[src/rtl/reorder_buffer.sv]
`timescale 1ns/1ps
// reorder_buffer
//   Circular reorder buffer for the Tomasulo core. Allocates one entry per
//   dispatched instruction, answers two operand queries, captures CDB
//   results, retires in order to the regfile, hands stores to the LSB and
//   redirects the front end on branch mispredict or JALR.
//
//   Tags run 1..2^ROB_WIDTH-1; tag 0 means "no producer" and entry 0 is
//   never allocated.
//
//   Opcode classes recognised at retire (everything else is a plain
//   register-writing instruction such as ALU, load, LUI, AUIPC, JAL):
//     OP_JALR            4
//     OP_BEQ..OP_BGEU    5..10
//     OP_SB..OP_SW       16..18
//
//   Ports
//     clk_in, rst_in (async active-low), rdy_in (global enable)
//     dispatch_*_in      allocation request at tail
//     b_out, full_out    tag of next allocation, no free entry
//     rs/rt_h_in         query tags; rs/rt_ready_out, rs/rt_value_out answers
//     cdb_*_in           result broadcast
//     commit_*_out       registered regfile write, 1-cycle pulse
//     store_commit_out   held high while the head store is with the LSB
//     lsb_store_done_in  store finished
//     flush_out, flush_pc_out  registered redirect, 1-cycle pulse
//
//   state       | meaning
//   ------------+-------------------------------------------------
//   S_RUN       | normal retire, one entry per cycle
//   S_STORE_WAIT| head store granted to LSB, waiting for done
module reorder_buffer #(
  parameter int ROB_WIDTH  = 4,
  parameter int ID_WIDTH   = 32,
  parameter int ADDR_WIDTH = 32,
  parameter int REG_WIDTH  = 5,
  parameter int OP_WIDTH   = 6
) (
  input  logic                  clk_in,
  input  logic                  rst_in,
  input  logic                  rdy_in,
  input  logic                  dispatch_en_in,
  input  logic [OP_WIDTH-1:0]   dispatch_opcode_in,
  input  logic [REG_WIDTH-1:0]  dispatch_dest_in,
  input  logic [ADDR_WIDTH-1:0] dispatch_pc_in,
  input  logic                  dispatch_taken_in,
  output logic [ROB_WIDTH-1:0]  b_out,
  output logic                  full_out,
  input  logic [ROB_WIDTH-1:0]  rs_h_in,
  input  logic [ROB_WIDTH-1:0]  rt_h_in,
  output logic                  rs_ready_out,
  output logic                  rt_ready_out,
  output logic [ID_WIDTH-1:0]   rs_value_out,
  output logic [ID_WIDTH-1:0]   rt_value_out,
  input  logic                  cdb_en_in,
  input  logic [ROB_WIDTH-1:0]  cdb_tag_in,
  input  logic [ID_WIDTH-1:0]   cdb_value_in,
  input  logic                  cdb_taken_in,
  input  logic [ADDR_WIDTH-1:0] cdb_target_in,
  output logic                  commit_en_out,
  output logic [REG_WIDTH-1:0]  commit_reg_out,
  output logic [ID_WIDTH-1:0]   commit_value_out,
  output logic [ROB_WIDTH-1:0]  commit_tag_out,
  output logic                  store_commit_out,
  input  logic                  lsb_store_done_in,
  output logic                  flush_out,
  output logic [ADDR_WIDTH-1:0] flush_pc_out
);

  localparam int DEPTH = 1 << ROB_WIDTH;
  localparam logic [ROB_WIDTH-1:0] LAST_TAG  = '1;
  localparam logic [ROB_WIDTH-1:0] FIRST_TAG = ROB_WIDTH'(1);

  localparam logic [OP_WIDTH-1:0] OP_JALR = OP_WIDTH'(4);
  localparam logic [OP_WIDTH-1:0] OP_BEQ  = OP_WIDTH'(5);
  localparam logic [OP_WIDTH-1:0] OP_BGEU = OP_WIDTH'(10);
  localparam logic [OP_WIDTH-1:0] OP_SB   = OP_WIDTH'(16);
  localparam logic [OP_WIDTH-1:0] OP_SW   = OP_WIDTH'(18);

  typedef enum logic {S_RUN, S_STORE_WAIT} state_t;

  // Control state
  state_t                 state_q, state_d;
  logic [ROB_WIDTH-1:0]   head_q, head_d;
  logic [ROB_WIDTH-1:0]   tail_q, tail_d;
  logic [ROB_WIDTH-1:0]   count_q, count_d;
  logic [DEPTH-1:0]       valid_q, valid_d;
  logic [DEPTH-1:0]       ready_q, ready_d;

  // Registered outputs
  logic                   commit_en_q, commit_en_d;
  logic [REG_WIDTH-1:0]   commit_reg_q, commit_reg_d;
  logic [ID_WIDTH-1:0]    commit_value_q, commit_value_d;
  logic [ROB_WIDTH-1:0]   commit_tag_q, commit_tag_d;
  logic                   store_commit_q, store_commit_d;
  logic                   flush_q, flush_d;
  logic [ADDR_WIDTH-1:0]  flush_pc_q, flush_pc_d;

  // Entry payload; only meaningful while the valid bit is set, so no reset
  logic [OP_WIDTH-1:0]    op_q     [DEPTH];
  logic [REG_WIDTH-1:0]   dest_q   [DEPTH];
  logic [ADDR_WIDTH-1:0]  pc_q     [DEPTH];
  logic                   pred_q   [DEPTH];
  logic                   act_q    [DEPTH];
  logic [ID_WIDTH-1:0]    value_q  [DEPTH];
  logic [ADDR_WIDTH-1:0]  target_q [DEPTH];

  logic full;
  logic active;
  logic disp_fire;
  logic cdb_fire;
  logic head_rdy;
  logic head_store;
  logic head_branch;
  logic head_jalr;
  logic run_commit;
  logic store_done;
  logic retire;

  function automatic logic [ROB_WIDTH-1:0] next_tag(input logic [ROB_WIDTH-1:0] t);
    return (t == LAST_TAG) ? FIRST_TAG : t + ROB_WIDTH'(1);
  endfunction

  assign full   = (count_q == LAST_TAG);
  // The flush cycle discards all dispatch/CDB/commit activity.
  assign active = rdy_in & ~flush_q;

  assign disp_fire = active & dispatch_en_in & ~full;
  assign cdb_fire  = active & cdb_en_in & (cdb_tag_in != '0) & valid_q[cdb_tag_in];

  assign head_rdy    = valid_q[head_q] & ready_q[head_q];
  assign head_store  = (op_q[head_q] >= OP_SB)  && (op_q[head_q] <= OP_SW);
  assign head_branch = (op_q[head_q] >= OP_BEQ) && (op_q[head_q] <= OP_BGEU);
  assign head_jalr   = (op_q[head_q] == OP_JALR);

  // Ready is registered, so a CDB write to the head is only seen as
  // committable on the following cycle.
  assign run_commit = active & (state_q == S_RUN) & head_rdy;
  assign store_done = active & (state_q == S_STORE_WAIT) & lsb_store_done_in;
  assign retire     = (run_commit & ~head_store) | store_done;

  always_comb begin
    state_d        = state_q;
    head_d         = head_q;
    tail_d         = tail_q;
    count_d        = count_q;
    valid_d        = valid_q;
    ready_d        = ready_q;
    commit_en_d    = 1'b0;
    commit_reg_d   = commit_reg_q;
    commit_value_d = commit_value_q;
    commit_tag_d   = commit_tag_q;
    store_commit_d = store_commit_q;
    flush_d        = 1'b0;
    flush_pc_d     = flush_pc_q;

    if (!rdy_in) begin
      flush_d = flush_q;
    end else if (flush_q) begin
      state_d        = S_RUN;
      head_d         = FIRST_TAG;
      tail_d         = FIRST_TAG;
      count_d        = '0;
      valid_d        = '0;
      ready_d        = '0;
      store_commit_d = 1'b0;
    end else begin
      if (cdb_fire) begin
        ready_d[cdb_tag_in] = 1'b1;
      end
      if (disp_fire) begin
        valid_d[tail_q] = 1'b1;
        ready_d[tail_q] = 1'b0;
        tail_d          = next_tag(tail_q);
      end

      if (run_commit) begin
        if (head_store) begin
          state_d        = S_STORE_WAIT;
          store_commit_d = 1'b1;
        end else begin
          commit_en_d    = ~head_branch & (dest_q[head_q] != '0);
          commit_reg_d   = dest_q[head_q];
          commit_value_d = value_q[head_q];
          commit_tag_d   = head_q;
          if (head_jalr) begin
            flush_d    = 1'b1;
            flush_pc_d = target_q[head_q];
          end else if (head_branch && (act_q[head_q] != pred_q[head_q])) begin
            flush_d    = 1'b1;
            flush_pc_d = act_q[head_q] ? target_q[head_q]
                                       : pc_q[head_q] + ADDR_WIDTH'(4);
          end
        end
      end

      if (store_done) begin
        state_d        = S_RUN;
        store_commit_d = 1'b0;
      end

      if (retire) begin
        valid_d[head_q] = 1'b0;
        ready_d[head_q] = 1'b0;
        head_d          = next_tag(head_q);
      end

      case ({disp_fire, retire})
        2'b10:   count_d = count_q + ROB_WIDTH'(1);
        2'b01:   count_d = count_q - ROB_WIDTH'(1);
        default: count_d = count_q;
      endcase
    end
  end

  always_ff @(posedge clk_in or negedge rst_in) begin
    if (!rst_in) begin
      state_q        <= S_RUN;
      head_q         <= FIRST_TAG;
      tail_q         <= FIRST_TAG;
      count_q        <= '0;
      valid_q        <= '0;
      ready_q        <= '0;
      commit_en_q    <= 1'b0;
      commit_reg_q   <= '0;
      commit_value_q <= '0;
      commit_tag_q   <= '0;
      store_commit_q <= 1'b0;
      flush_q        <= 1'b0;
      flush_pc_q     <= '0;
    end else begin
      state_q        <= state_d;
      head_q         <= head_d;
      tail_q         <= tail_d;
      count_q        <= count_d;
      valid_q        <= valid_d;
      ready_q        <= ready_d;
      commit_en_q    <= commit_en_d;
      commit_reg_q   <= commit_reg_d;
      commit_value_q <= commit_value_d;
      commit_tag_q   <= commit_tag_d;
      store_commit_q <= store_commit_d;
      flush_q        <= flush_d;
      flush_pc_q     <= flush_pc_d;
    end
  end

  always_ff @(posedge clk_in) begin
    if (disp_fire) begin
      op_q[tail_q]   <= dispatch_opcode_in;
      dest_q[tail_q] <= dispatch_dest_in;
      pc_q[tail_q]   <= dispatch_pc_in;
      pred_q[tail_q] <= dispatch_taken_in;
    end
    if (cdb_fire) begin
      value_q[cdb_tag_in]  <= cdb_value_in;
      act_q[cdb_tag_in]    <= cdb_taken_in;
      target_q[cdb_tag_in] <= cdb_target_in;
    end
  end

  // Operand queries, with same-cycle CDB bypass; tag 0 is never ready.
  always_comb begin
    rs_ready_out = 1'b0;
    rs_value_out = '0;
    if (rs_h_in != '0) begin
      if (cdb_en_in && (cdb_tag_in == rs_h_in)) begin
        rs_ready_out = 1'b1;
        rs_value_out = cdb_value_in;
      end else if (valid_q[rs_h_in] && ready_q[rs_h_in]) begin
        rs_ready_out = 1'b1;
        rs_value_out = value_q[rs_h_in];
      end
    end
  end

  always_comb begin
    rt_ready_out = 1'b0;
    rt_value_out = '0;
    if (rt_h_in != '0) begin
      if (cdb_en_in && (cdb_tag_in == rt_h_in)) begin
        rt_ready_out = 1'b1;
        rt_value_out = cdb_value_in;
      end else if (valid_q[rt_h_in] && ready_q[rt_h_in]) begin
        rt_ready_out = 1'b1;
        rt_value_out = value_q[rt_h_in];
      end
    end
  end

  assign b_out            = tail_q;
  assign full_out         = full;
  assign commit_en_out    = commit_en_q;
  assign commit_reg_out   = commit_reg_q;
  assign commit_value_out = commit_value_q;
  assign commit_tag_out   = commit_tag_q;
  assign store_commit_out = store_commit_q;
  assign flush_out        = flush_q;
  assign flush_pc_out     = flush_pc_q;

endmodule

[config.mk]
export PLATFORM = sky130hd
export DESIGN_NAME = reorder_buffer
export DESIGN_NICKNAME = d
export VERILOG_FILES = /design/src/rtl/reorder_buffer.sv
export SDC_FILE = /design/constraint.sdc
export NUM_CORES = 2
export LEC_CHECK = 0
export CAP_MARGIN = 20
export CORE_ASPECT_RATIO = 1.4
export CORE_UTILIZATION = 45
export DETAILED_ROUTE_END_ITERATION = 16
export GPL_ROUTABILITY_DRIVEN = 0
export SYNTH_ARGS = -nofsm -noshare
export SYNTH_HDL_FRONTEND = slang
export SYNTH_SLANG_ARGS = --single-unit
[constraint.sdc]
create_clock -name clk_in -period 8.2 [get_ports clk_in]
set_input_delay 1.23 -clock clk_in [delete_from_list [all_inputs] [get_ports clk_in]]
set_output_delay 1.23 -clock clk_in [all_outputs]
set_load 0.005 [all_outputs]
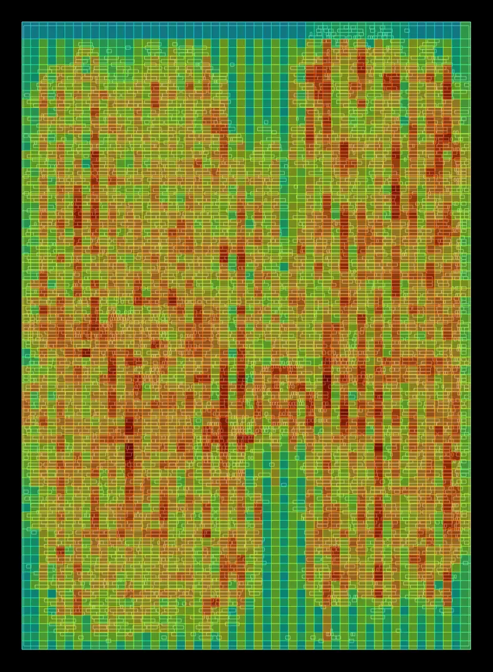
*Routing congestion map*
WL per Instance: 33.0 um
Tot GR Track Use: 24.4%
fin util: 52.1%

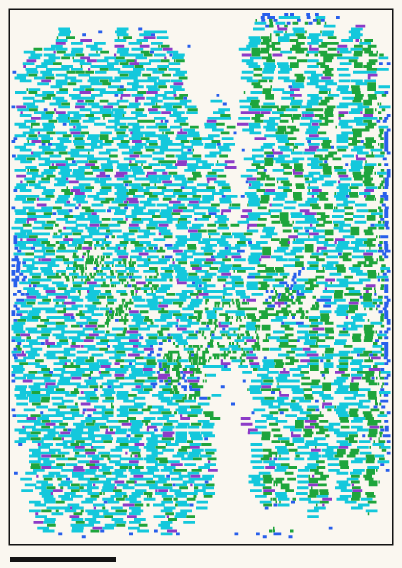
*Placed cells, one color a class*
The bar under the picture is 100 um long.
color	class	cells	share of their area
purple	clock drivers and dummy loads	342	6.8%
cyan	registers	1864	62%
green	remaining logic cells	1744	27%
blue	remaining buffers and delay cells	368	4.0%
cell area after layout: 0.0927 mm^2
register share of the cell area: 59.8%
Core Area: 0.178 mm^2
Rows: 183

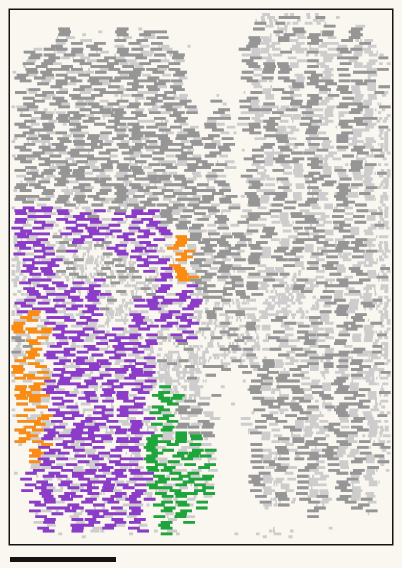
*Sequential cells colored by netlist name*
The bar under the picture is 100 um long. Other sequential cells in the stronger gray, the rest of the logic in the fainter gray.
color	netlist name	flops
green	`op_q`	96
purple	`pc_q`	512
orange	`dest_q`	80
register area: 0.0554 mm^2
sequential power: 11.4 mW

-- stage by stage --
stage	power, mW	utilization (%)	hold WS [ps]	cells
final	27.2	52.1	338	6635
after global routing	28.3	52.1	320	6631
after CTS	27.5	52.1	292	6629
after detailed placement	19.0	48.6	495	6287
after global placement	18.9	48.6	489	6285
after floorplan	16.3	-	467	3874
-- routing by layer --
layer	share of wire, %	up-vias	track usage, %
li1	-	16994	-
met1	40	22940	32.2
met2	51	1522	41.8
met3	6.8	311	4.99
met4	2.0	40	5.82
met5	0.11	-	0
-- logic make-up after synthesis --
group,after synthesis
xor+xnor,35
flops,1864
buf+inv,281
mux,912
fa+ha+maj,11
other cells,1
simple gates,405
compound gates,301
==> summary.txt <==
fresh numbers from the pnr run: Die X=~360 um, CP Class=in -> out, Final Net Count=around 4300, xor+xnor area frac=less than 1%, top comb family, area=multiplexers, slew margin rel.=between 20% and 30%, min-delay worst type=in -> async, Top cells excl fill/tap=edfxtp_1 (1744), mux4_2 (822), clkdlybuf4s50_1 (264), CP Depth=8, Pleak=roughly 30 nW, asr flop ratio synth=6.44%, Compound Share, Synth=2.32%, fill count=~14000, mi-comb count=between 1500 and 2000, Gate power share=26.6%, Cell Type Count=71, Signal buffers=368, tap cells=about 2300, combinational gate area=roughly 0.025 mm^2, r2r setup slk=~3000 ps, worst slew pin tran=1110 ps, register area share after synthesis=a little under 70%, outcome=completed, clk latency late pin=840 ps, adder share=0.170%, crit-path leading delay family=buffers and inverters, Buffers & Inverters on Critical Path=3, num ports=roughly 270, part of the power in registers=between 40% and 50%, total clock sinks=1864, NonClk Buf Share=under 10%, clk tree area frac=under 10%, RR Startpoint=head_q[0]$_DFFE_PN1P_, Setup crit start kind=primary input, Root Driver=clkbuf_16, flip-flops=approximately 1900, worst setup path end=rt_value_out[17], beginning of the critical path=cdb_tag_in[3], YS warnings=0, Finish-stage setup viols=0, Synth Cell Area=0.0808 mm^2, Routed Antenna Nets=0, Top cells by area=edfxtp_1 (65%), mux4_2 (23%), dfrtp_1 (3.7%), Initial Utilization=45.4%, Clock group=between 8 and 9 mW, Pwr Density=about 290 mW/mm^2, Post-Place Setup Slack=~2100 ps, port bufs=about 270
No activity file was given, so power comes from the tool's default toggle rates.
